### src/rtl/conv_seq_ctrl.sv
// Sequential 8x8 linear convolution engine: loads x then h over a valid/ready
// beat stream, computes y[k] with one shared multiplier, and emits each result.
module conv_seq_ctrl #(
  parameter int unsigned N = 8,
  parameter int unsigned W = 4,
  localparam int unsigned AW = 2*W + $clog2(N),
  localparam int unsigned KW = $clog2(2*N - 1)
) (
  input  logic          clk,
  input  logic          rst_n,
  input  logic          start,
  input  logic          clear,
  input  logic          in_valid,
  output logic          in_ready,
  input  logic [W-1:0]  in_data,
  output logic          out_valid,
  input  logic          out_ready,
  output logic [W-1:0]  out_data,
  output logic [AW-1:0] out_full,
  output logic [KW-1:0] out_idx,
  output logic          busy,
  output logic          done
);

  localparam int unsigned CW = $clog2(2*N);
  localparam int unsigned IW = $clog2(N);

  typedef enum logic [1:0] {IDLE, LOAD, MAC, EMIT} state_t;

  state_t        state, state_n;
  logic [CW-1:0] cnt, cnt_n;
  logic [KW-1:0] k, k_n;
  logic [IW-1:0] i, i_n;
  logic          drain, drain_n;
  logic [AW-1:0] acc, acc_n;
  logic [2*W-1:0] prod, prod_n;

  logic          in_ready_n, out_valid_n, busy_n, done_n;
  logic [W-1:0]  out_data_n;
  logic [AW-1:0] out_full_n;
  logic [KW-1:0] out_idx_n;

  logic [W-1:0]  x_mem [N];
  logic [W-1:0]  h_mem [N];
  logic          wr_en;
  logic          wr_is_h;
  logic [IW-1:0] wr_idx;

  logic [KW:0]    diff;
  logic           term_ok;
  logic [IW-1:0]  hidx;
  logic [2*W-1:0] mul;
  logic [AW-1:0]  acc_sum;

  // h index for the current term; out-of-range terms contribute zero
  assign diff    = {1'b0, k} - (KW+1)'(i);
  assign term_ok = !diff[KW] && (diff < (KW+1)'(N));
  assign hidx    = IW'(diff);
  assign mul     = (2*W)'(x_mem[i]) * (2*W)'(h_mem[hidx]);
  assign acc_sum = acc + AW'(prod);

  assign wr_is_h = (cnt >= CW'(N));
  assign wr_idx  = wr_is_h ? IW'(cnt - CW'(N)) : IW'(cnt);

  // Operand storage survives reset and clear; only a new load overwrites it
  always_ff @(posedge clk) begin
    if (wr_en) begin
      if (wr_is_h) h_mem[wr_idx] <= in_data;
      else         x_mem[wr_idx] <= in_data;
    end
  end

  always_ff @(posedge clk or negedge rst_n) begin
    if (!rst_n) begin
      state     <= IDLE;
      cnt       <= '0;
      k         <= '0;
      i         <= '0;
      drain     <= 1'b0;
      acc       <= '0;
      prod      <= '0;
      in_ready  <= 1'b0;
      out_valid <= 1'b0;
      out_data  <= '0;
      out_full  <= '0;
      out_idx   <= '0;
      busy      <= 1'b0;
      done      <= 1'b0;
    end else begin
      state     <= state_n;
      cnt       <= cnt_n;
      k         <= k_n;
      i         <= i_n;
      drain     <= drain_n;
      acc       <= acc_n;
      prod      <= prod_n;
      in_ready  <= in_ready_n;
      out_valid <= out_valid_n;
      out_data  <= out_data_n;
      out_full  <= out_full_n;
      out_idx   <= out_idx_n;
      busy      <= busy_n;
      done      <= done_n;
    end
  end

  // Product is registered, so a final drain cycle folds the i=N-1 term in
  always_comb begin
    state_n     = state;
    cnt_n       = cnt;
    k_n         = k;
    i_n         = i;
    drain_n     = drain;
    acc_n       = acc;
    prod_n      = '0;
    wr_en       = 1'b0;
    out_valid_n = out_valid;
    out_data_n  = out_data;
    out_full_n  = out_full;
    out_idx_n   = out_idx;
    done_n      = 1'b0;

    case (state)
      IDLE: begin
        if (start) begin
          state_n = LOAD;
          cnt_n   = '0;
          k_n     = '0;
          i_n     = '0;
          drain_n = 1'b0;
          acc_n   = '0;
        end
      end
      LOAD: begin
        if (in_valid && in_ready) begin
          wr_en = 1'b1;
          cnt_n = cnt + CW'(1);
          if (cnt == CW'(2*N - 1)) begin
            state_n = MAC;
            k_n     = '0;
            i_n     = '0;
            drain_n = 1'b0;
            acc_n   = '0;
          end
        end
      end
      MAC: begin
        acc_n = acc_sum;
        if (!drain) begin
          prod_n = term_ok ? mul : '0;
          if (i == IW'(N - 1)) drain_n = 1'b1;
          else                 i_n     = i + IW'(1);
        end else begin
          state_n     = EMIT;
          drain_n     = 1'b0;
          out_valid_n = 1'b1;
          out_full_n  = acc_sum;
          out_data_n  = W'(acc_sum);
          out_idx_n   = k;
        end
      end
      EMIT: begin
        if (out_ready) begin
          out_valid_n = 1'b0;
          i_n         = '0;
          acc_n       = '0;
          if (k == KW'(2*N - 2)) begin
            state_n = IDLE;
            done_n  = 1'b1;
          end else begin
            k_n     = k + KW'(1);
            state_n = MAC;
          end
        end
      end
      default: state_n = IDLE;
    endcase

    if (clear) begin
      state_n     = IDLE;
      cnt_n       = '0;
      k_n         = '0;
      i_n         = '0;
      drain_n     = 1'b0;
      acc_n       = '0;
      prod_n      = '0;
      wr_en       = 1'b0;
      done_n      = 1'b0;
      out_valid_n = 1'b0;
      out_data_n  = '0;
      out_full_n  = '0;
      out_idx_n   = '0;
    end

    in_ready_n = (state_n == LOAD);
    busy_n     = (state_n != IDLE);
  end

endmodule

### config.mk
export PLATFORM = sky130hd
export DESIGN_NAME = conv_seq_ctrl
export DESIGN_NICKNAME = d
export VERILOG_FILES = /design/src/rtl/conv_seq_ctrl.sv
export SDC_FILE = /design/constraint.sdc
export NUM_CORES = 1
export LEC_CHECK = 0
export ABC_AREA = 1
export CAP_MARGIN = 15
export CELL_PAD_IN_SITES_DETAIL_PLACEMENT = 0
export CELL_PAD_IN_SITES_GLOBAL_PLACEMENT = 1
export CORE_MARGIN = 2
export CORE_UTILIZATION = 47
export DETAILED_ROUTE_END_ITERATION = 6
export PLACE_DENSITY_LB_ADDON = 0.05
export REMOVE_ABC_BUFFERS = 1
export SLEW_MARGIN = 20
export SYNTH_ARGS = -nofsm -noshare
export SYNTH_HDL_FRONTEND = slang
export SYNTH_SLANG_ARGS = --single-unit
### constraint.sdc
create_clock -name clk -period 5 [get_ports clk]
set_input_delay 0.75 -clock clk [delete_from_list [all_inputs] [get_ports clk]]
set_output_delay 0.75 -clock clk [all_outputs]
set_load 0.01 [all_outputs]
==> results.ini <==
[outcome]
outcome = finished clean

[pwr]
irDropWorstVdd_mv = 0.268
leakage_uw = 0.00305
power.density_nw_per_um2 = 488

[clocking]
path_clk_slew_ps = 60
htreeDepth = 4
clockRootBuffer = clkbuf_16
clock_sinks = 116
ctsHoldBuffers = 0
cts_resized = 0
cts_buffers = 17

[yosys]
synth_stat.cells = 634
flop_cell = edfxtp_1
synth_cell_types = 47
edf_count = 64
synthDominantCellAreaShare = 0.317
yosys.area.top_type = edfxtp_1
synth_seq_share = 0.532
top_cells_by_area = edfxtp_1, dfrtp_1, nand2_1
ys_ff = 116
synthesis.area_um2 = 6060
synthSimpleGateAreaFrac = 0.219
yosysChipArea_um2 = 6060
synth-xor-area-share = 0.00723
logic_family = simple AND/OR/NAND/NOR gates
ys_sh_aoi = 0.0936
ys_sh_adder = 0.0880
ys_sh_mux = 0
postSynthCellCount = 634

[route]
firstDrtPassIters = 5
ant_nets = 0
wl_per_cell_um = 15.8
vias = 4510
vias_per_cell = 5.29
drtIter0Drc = 326

[cells_and_area]
buffer_area_frac = 0.0469
comb.multi_input.count = 441
seq_area_frac = 0.457
seq_cells = 116
num-fill-cells = 1147
dominant_cells = registers
regArea_um2 = 3220
n_all_inverters = 58
comb_share = 0.351
clockNetworkAreaShare = 0.0827
area_growth_pct = 16.3
n_clock_buffer = 17
drive_gt1_frac = 0.101
final_cell_mix = nand2_1, edfxtp_1, nor2_1, dfrtp_1, inv_1
antenna_cells = 0

[worst_setup_path]
path_cells = inv_1, ha_1, inv_1, fa_1, inv_2, a21oi_1, a22o_1, nand2_1, nand4_1, fa_1, inv_1, fa_1, inv_1, fa_1, o21ai_0, a21oi_1, xor2_1, nor2_1
r2r_end = prod[6]
crit_end = prod[6]
slowest_delay_ps = 600
critical-path-top-delay-family = adder cells
path_buffers = 5
path_class = flop to flop
r2r_start = k[0]
start_kind = flop
r2r_slack_ps = 540
rr_worst_depth = 18

[floorplanning]
dieArea_um2 = 13800
io_pins = 33
coreArea_um2 = 12600
initCoreUtil = 0.480
die_h_um = 118
taps = 172
num_rows = 41
fp.dieW_um = 118

[sta]
fin_crit_ps = 4460
fin_tns_setup_ps = 0
maxSlewViolCount = 0
fin_skew_ps = 5.66
setup_ws_ps = 539
relSlewSlack = 0.548
fmax_mhz = 224
rsz0062_at_grt = false
setup_viol = 0

[grt]
grt_pass1_wl_um = 22700
antenna_found_initial = 0
gr-total-overflow = 0

[place]
dp_slack_ps = 605
dp_hpwl_um = 9950
place.gp.congestion = 0.813
numPortBuffers = 32

[job]
cap_violations = 0
warnings = 31

[registers in the layout, summed over array words and instances (netlist names)]
name       flops
h_mem         32
x_mem         32
acc           11
out_full       8
prod           8
cnt            4
k              4
out_idx        4
i              3
out_data       3
state          2
busy           1
done           1
drain          1
in_ready       1
out_valid      1
[cell usage after synthesis, types with 2 or more instances]
cell type  instances
nand2_2            2
o21ai_0           25
nand2_1          160
dfrtp_1           52
o21ai_2            2
a21oi_1           31
nand4_1           12
inv_2             10
nor3_1             5
nand3_1           44
ha_1              33
o31ai_1            2
nor2_1            57
o21ai_1           11
xor2_1             4
inv_1             45
edfxtp_1          64
a21oi_2            2
a22o_1            10
nor2_2            11
fa_1               6
nand3b_1           3
buf_2              6
o21a_1             2
buf_4             10
buf_6              3
inv_4              2
[layer usage]
| layer | global-route usage | wire (µm) | vias to the layer above |
|---|---|---|---|
| met5 | 0 | 0 | - |
| met4 | 0.0708 | 239 | 0 |
| met3 | 0.0523 | 587 | 21 |
| met2 | 0.343 | 6600 | 114 |
| met1 | 0.272 | 6050 | 2156 |
| li1 | - | - | 2219 |
[metrics by stage]
stage / total power, µW / util / cell area, µm² / cells / hold slack, ps
after global routing: 3680 / 0.558 / 7050 / 853 / 511
after global placement: 2230 / 0.512 / 6460 / 821 / 465
after detailed placement: 2270 / 0.512 / 6460 / 821 / 470
after floorplan: 1960 / - / 5920 / 615 / 454
after CTS: 3470 / 0.558 / 7050 / 853 / 485
final: 3440 / 0.558 / 7050 / 853 / 452
[where the power goes]
| group | leakage, µW | internal (µW) | switching, µW |
|---|---|---|---|
| sequential | 0.00129 | 1050 | 35.0 |
| clock | 0.000278 | 735 | 454 |
| combinational | 0.00148 | 415 | 750 |
| total | 0.00305 | 2200 | 1240 |
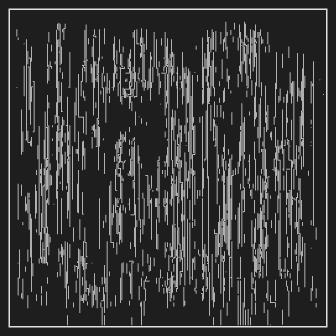
layer_met2.png
main direction: vertical
nets with wire on the layer: 581
wire length on this layer: 6600 µm
share of all routed wire: 49%
longest straight run: 61.2 µm

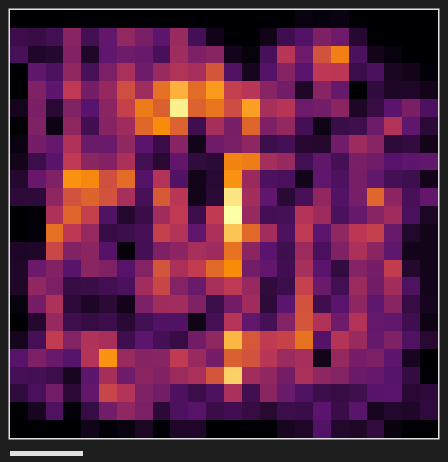
metal_density.png
Scale bar: 20 µm. The die is cut into 24 by 24 equal tiles; black is low, pale yellow is high, scaled to the fullest tile. Values are wire area over tile area, all layers added.
emptiest ninth of the die: upper right
tiles over half the peak: 13%
mean over tiles: 0.15
densest ninth of the die: centre
nearly empty tiles: 9.9%

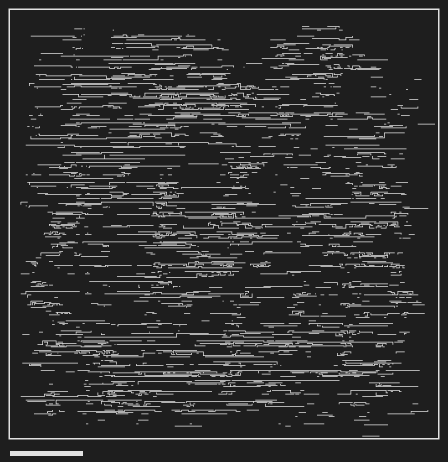
layer_met1.png
Scale bar: 20 µm.
main direction: horizontal
share of all routed wire: 45%

No activity file was given, so power comes from the tool's default toggle rates.
